clock_map.png
Scale bar: 50 um.
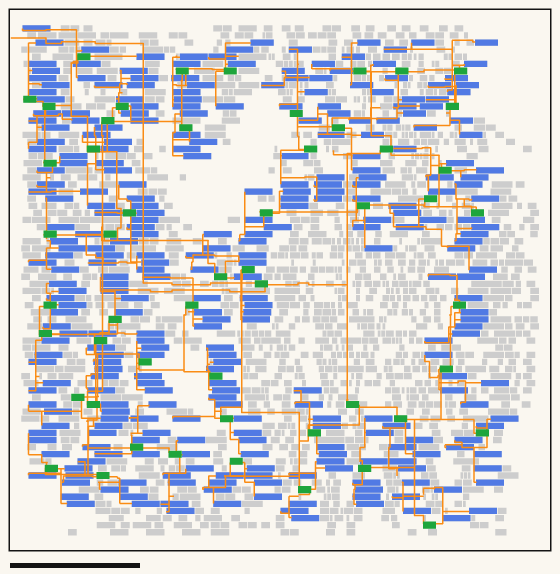
final_clocks.png
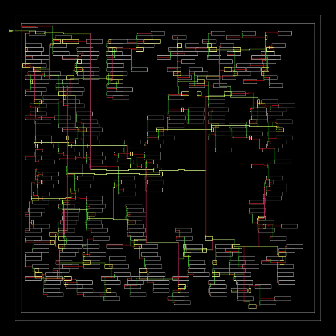
### src/rtl/store_buffer.sv
// Committed-store buffer: in-order FIFO of retired stores. It drains one store at a
// time to the D-cache store port and answers same-cycle load forwarding queries.
package Falco_pkg;
    typedef logic [31:0] mem_addr_t;
    typedef logic [31:0] xlen_data_t;

    typedef struct packed {
        logic       store_req;
        mem_addr_t  store_addr;
        xlen_data_t store_data;
        logic [3:0] store_mask;
    } core_store_req_t;

    typedef struct packed {
        logic store_finished;
        logic store_miss;
    } core_dcache_store_resp_t;
endpackage

module store_buffer
    import Falco_pkg::*;
#(
    parameter int DEPTH  = 4,
    parameter int ADDR_W = 32,
    parameter int DATA_W = 32
) (
    input  logic                    clk_i,
    input  logic                    rst_i,
    input  logic                    push_valid_i,
    input  logic [ADDR_W-1:0]       push_addr_i,
    input  logic [DATA_W-1:0]       push_data_i,
    input  logic [3:0]              push_mask_i,
    output logic                    push_ready_o,
    output core_store_req_t         dc_req_o,
    input  core_dcache_store_resp_t dc_resp_i,
    input  logic [ADDR_W-1:0]       ld_addr_i,
    output logic                    fwd_hit_o,
    output logic [DATA_W-1:0]       fwd_data_o,
    output logic                    ld_conflict_o,
    output logic                    sb_empty_o,
    output logic [31:0]             miss_cnt_o
);

    localparam int PTR_W = $clog2(DEPTH);
    localparam int CNT_W = PTR_W + 1;
    localparam logic [CNT_W-1:0] CNT_ZERO = {CNT_W{1'b0}};
    localparam logic [CNT_W-1:0] CNT_ONE  = {{(CNT_W-1){1'b0}}, 1'b1};
    localparam logic [CNT_W-1:0] CNT_FULL = CNT_W'(DEPTH);
    localparam logic [PTR_W-1:0] PTR_ONE  = {{(PTR_W-1){1'b0}}, 1'b1};

    typedef enum logic [1:0] {
        S_IDLE  = 2'd0,
        S_ISSUE = 2'd1,
        S_MISS  = 2'd2
    } state_e;

    state_e             state_q, state_d;
    logic [PTR_W-1:0]   head_q, head_d;
    logic [PTR_W-1:0]   tail_q, tail_d;
    logic [CNT_W-1:0]   count_q, count_d;
    logic [31:0]        miss_cnt_q, miss_cnt_d;

    logic [ADDR_W-1:0]  addr_q [DEPTH];
    logic [DATA_W-1:0]  data_q [DEPTH];
    logic [3:0]         mask_q [DEPTH];

    logic               push_fire_s;
    logic               pop_s;
    logic               req_active_s;
    logic               fwd_found_s;
    logic [PTR_W-1:0]   fwd_sel_s;

    assign push_ready_o = (count_q != CNT_FULL);
    assign push_fire_s  = push_valid_i & push_ready_o;
    assign req_active_s = (state_q != S_IDLE);
    assign pop_s        = req_active_s & dc_resp_i.store_finished;
    assign sb_empty_o   = (count_q == CNT_ZERO);
    assign miss_cnt_o   = miss_cnt_q;

    // Occupancy and pointer next-state
    always_comb begin
        count_d = count_q;
        head_d  = head_q;
        tail_d  = tail_q;
        case ({push_fire_s, pop_s})
            2'b10:   count_d = count_q + CNT_ONE;
            2'b01:   count_d = count_q - CNT_ONE;
            default: count_d = count_q;
        endcase
        if (push_fire_s) begin
            tail_d = tail_q + PTR_ONE;
        end else begin
            tail_d = tail_q;
        end
        if (pop_s) begin
            head_d = head_q + PTR_ONE;
        end else begin
            head_d = head_q;
        end
    end

    // Drain FSM next-state; a simultaneous miss and finish counts as finished
    always_comb begin
        state_d = state_q;
        case (state_q)
            S_IDLE: begin
                if (count_q != CNT_ZERO) begin
                    state_d = S_ISSUE;
                end else begin
                    state_d = S_IDLE;
                end
            end
            S_ISSUE: begin
                if (dc_resp_i.store_finished) begin
                    state_d = (count_d != CNT_ZERO) ? S_ISSUE : S_IDLE;
                end else if (dc_resp_i.store_miss) begin
                    state_d = S_MISS;
                end else begin
                    state_d = S_ISSUE;
                end
            end
            S_MISS: begin
                if (dc_resp_i.store_finished) begin
                    state_d = (count_d != CNT_ZERO) ? S_ISSUE : S_IDLE;
                end else begin
                    state_d = S_MISS;
                end
            end
            default: state_d = S_IDLE;
        endcase
    end

    // Saturating miss counter; pulses while idle are ignored
    always_comb begin
        miss_cnt_d = miss_cnt_q;
        if (req_active_s && dc_resp_i.store_miss && (miss_cnt_q != 32'hFFFF_FFFF)) begin
            miss_cnt_d = miss_cnt_q + 32'd1;
        end else begin
            miss_cnt_d = miss_cnt_q;
        end
    end

    // Control state registers
    always_ff @(posedge clk_i or posedge rst_i) begin
        if (rst_i) begin
            state_q    <= S_IDLE;
            head_q     <= {PTR_W{1'b0}};
            tail_q     <= {PTR_W{1'b0}};
            count_q    <= CNT_ZERO;
            miss_cnt_q <= 32'd0;
        end else begin
            state_q    <= state_d;
            head_q     <= head_d;
            tail_q     <= tail_d;
            count_q    <= count_d;
            miss_cnt_q <= miss_cnt_d;
        end
    end

    // Payload storage, written only on an accepted push
    always_ff @(posedge clk_i) begin
        if (push_fire_s) begin
            addr_q[tail_q] <= push_addr_i;
            data_q[tail_q] <= push_data_i;
            mask_q[tail_q] <= push_mask_i;
        end
    end

    // Head entry to the D-cache; payload zeroed while no request is active
    always_comb begin
        dc_req_o           = '0;
        dc_req_o.store_req = req_active_s;
        if (req_active_s) begin
            dc_req_o.store_addr = addr_q[head_q];
            dc_req_o.store_data = data_q[head_q];
            dc_req_o.store_mask = mask_q[head_q];
        end else begin
            dc_req_o.store_addr = {ADDR_W{1'b0}};
            dc_req_o.store_data = {DATA_W{1'b0}};
            dc_req_o.store_mask = 4'h0;
        end
    end

    // Scan oldest to youngest so the last word match wins
    always_comb begin
        logic [PTR_W-1:0] idx;
        fwd_found_s = 1'b0;
        fwd_sel_s   = {PTR_W{1'b0}};
        for (int i = 0; i < DEPTH; i++) begin
            idx = head_q + PTR_W'(i);
            if ((CNT_W'(i) < count_q) &&
                (addr_q[idx][ADDR_W-1:2] == ld_addr_i[ADDR_W-1:2])) begin
                fwd_found_s = 1'b1;
                fwd_sel_s   = idx;
            end else begin
                fwd_found_s = fwd_found_s;
                fwd_sel_s   = fwd_sel_s;
            end
        end
    end

    // Forwarding outputs from the selected entry
    always_comb begin
        fwd_hit_o     = 1'b0;
        ld_conflict_o = 1'b0;
        fwd_data_o    = {DATA_W{1'b0}};
        if (fwd_found_s) begin
            fwd_hit_o     = (mask_q[fwd_sel_s] == 4'hF);
            ld_conflict_o = (mask_q[fwd_sel_s] != 4'hF) && (mask_q[fwd_sel_s] != 4'h0);
            fwd_data_o    = (mask_q[fwd_sel_s] == 4'hF) ? data_q[fwd_sel_s] : {DATA_W{1'b0}};
        end else begin
            fwd_hit_o     = 1'b0;
            ld_conflict_o = 1'b0;
            fwd_data_o    = {DATA_W{1'b0}};
        end
    end

endmodule
### config.mk
export PLATFORM = sky130hd
export DESIGN_NAME = store_buffer
export DESIGN_NICKNAME = d
export VERILOG_FILES = /design/src/rtl/store_buffer.sv
export SDC_FILE = /design/constraint.sdc
export NUM_CORES = 1
export LEC_CHECK = 0
export CORE_MARGIN = 4
export CORE_UTILIZATION = 44
export CTS_BUF_LIST = sky130_fd_sc_hd__clkbuf_4 sky130_fd_sc_hd__clkbuf_8
export DETAILED_ROUTE_END_ITERATION = 8
export GPL_ROUTABILITY_DRIVEN = 0
export GPL_TIMING_DRIVEN = 1
export PLACE_DENSITY = 0.66
export SYNTH_ARGS = -nofsm -noshare
export SYNTH_HDL_FRONTEND = slang
export SYNTH_SLANG_ARGS = --single-unit
export TNS_END_PERCENT = 5
### constraint.sdc
create_clock -name clk_i -period 6.8 [get_ports clk_i]
set_input_delay 1.36 -clock clk_i [delete_from_list [all_inputs] [get_ports clk_i]]
set_output_delay 1.36 -clock clk_i [all_outputs]
set_load 0.05 [all_outputs]
==> qor.txt <==
R2R cell count: 12
Critical Path End: ld_conflict_o
Initial antenna violation count: 4
DR pass1 iterations: 6
Die W: 207 um
Storage cell area: 0.00920 mm^2
Status: finished clean
CTS tree: yes
Die area: 0.0428 mm^2
WS Path Type: in2out
Met1 Use GR: 0.309
Largest cell class: registers
Critical path, cell by cell: clkdlybuf4s50_1, buf_4, xnor2_1, nand2_1, a2111oi_4, nand4_1, and4b_1, a21o_1, a221o_4, mux4_2, buf_4, and4_1, nor3_1, buf_4, buf_12
Netlist Area Pre-Place: 0.0174 mm^2
Dominant cell type by area after synthesis: edfxtp_1
Critical path buffers and inverters: 5
Antenna fix cells: 1
Hold Path End: miss_cnt_o[4]$_DFFE_PP0P_
Pre-Place Util: 0.447
Crit. Startpoint: ld_addr_i[15]
Worst Path Arrival: 5.38 ns
# Post-CTS Setup Buffers: 13
Seq area share: 0.393
Number of non-clock inverters in the layout: 21
Reg2Reg Launch Point: miss_cnt_o[10]$_DFFE_PP0P_
Root buffer cell: clkbuf_8
Post-synth EDFFs: 272
Pwr dens: 429 mW/mm^2
Met2 WL: 25.8 mm
Area Overhead vs Synth: 34.3%
Most numerous cell in the Yosys netlist: edfxtp_1
Synth cell count leaders: edfxtp_1, mux2i_1, xnor2_1
Slowest cell on crit path: clkdlybuf4s50_1
Cells resized by post-CTS repair: 84
Setup violators final: 0
Vias/cell: 5.66
GR met2 Demand/Resource: 0.408
Total grt overflow: 0
Max cap viols: 0
Main synth FF type: edfxtp_1
Largest net degree at the start of global routing: 44
Worst path most repeated cell: buf_4
Average wire per standard cell: 23.7 um
Placed Area: 0.0212 mm^2
Static Leak: 8.41 nW
Post-layout min period: 6.74 ns
Logic area: 0.00837 mm^2
Hold_buf cts: 0
Flip-flops: 313
CTS Buf Count: 53
Final nets: 1,753
Async SR Flop Fraction: 0.131
Layout non-clock buf frac: 0.171
Placed cell count: 2,072
Die y size: 207 um
Simple share: 0.0932
Area fraction in xor and xnor cells: 0.0699
First-pass GRT wire length: 78.0 mm
Top Layout Cells: edfxtp_1, clkdlybuf4s50_1, mux2i_1
Logic share of the area: 0.358
R2R Setup Slk: 3.45 ns
F_max: 0.148 GHz
Post-synth area hogs: edfxtp_1, mux2i_1, mux4_2
Area leader share: 0.469
Final worst slack: 0.0556 ns
Met3 GRT Util: 0.0661
Sequential Power: 2.71 mW
Hold depth: 1
-- clock_map.png (at the start) --
[orange] clock wires | length: 4,170 um
[green] cells driving clock nets | count: 53
[blue] flip-flops | count: 313
routed clock nets	54

-- final_clocks.png (at the start) --
skew final: 0.0344 ns
number of clock buffers in the layout: 68
Clock Latency Late Sink: 0.65 ns

Power figures rest on the tool's default switching activity, not on a simulated workload.
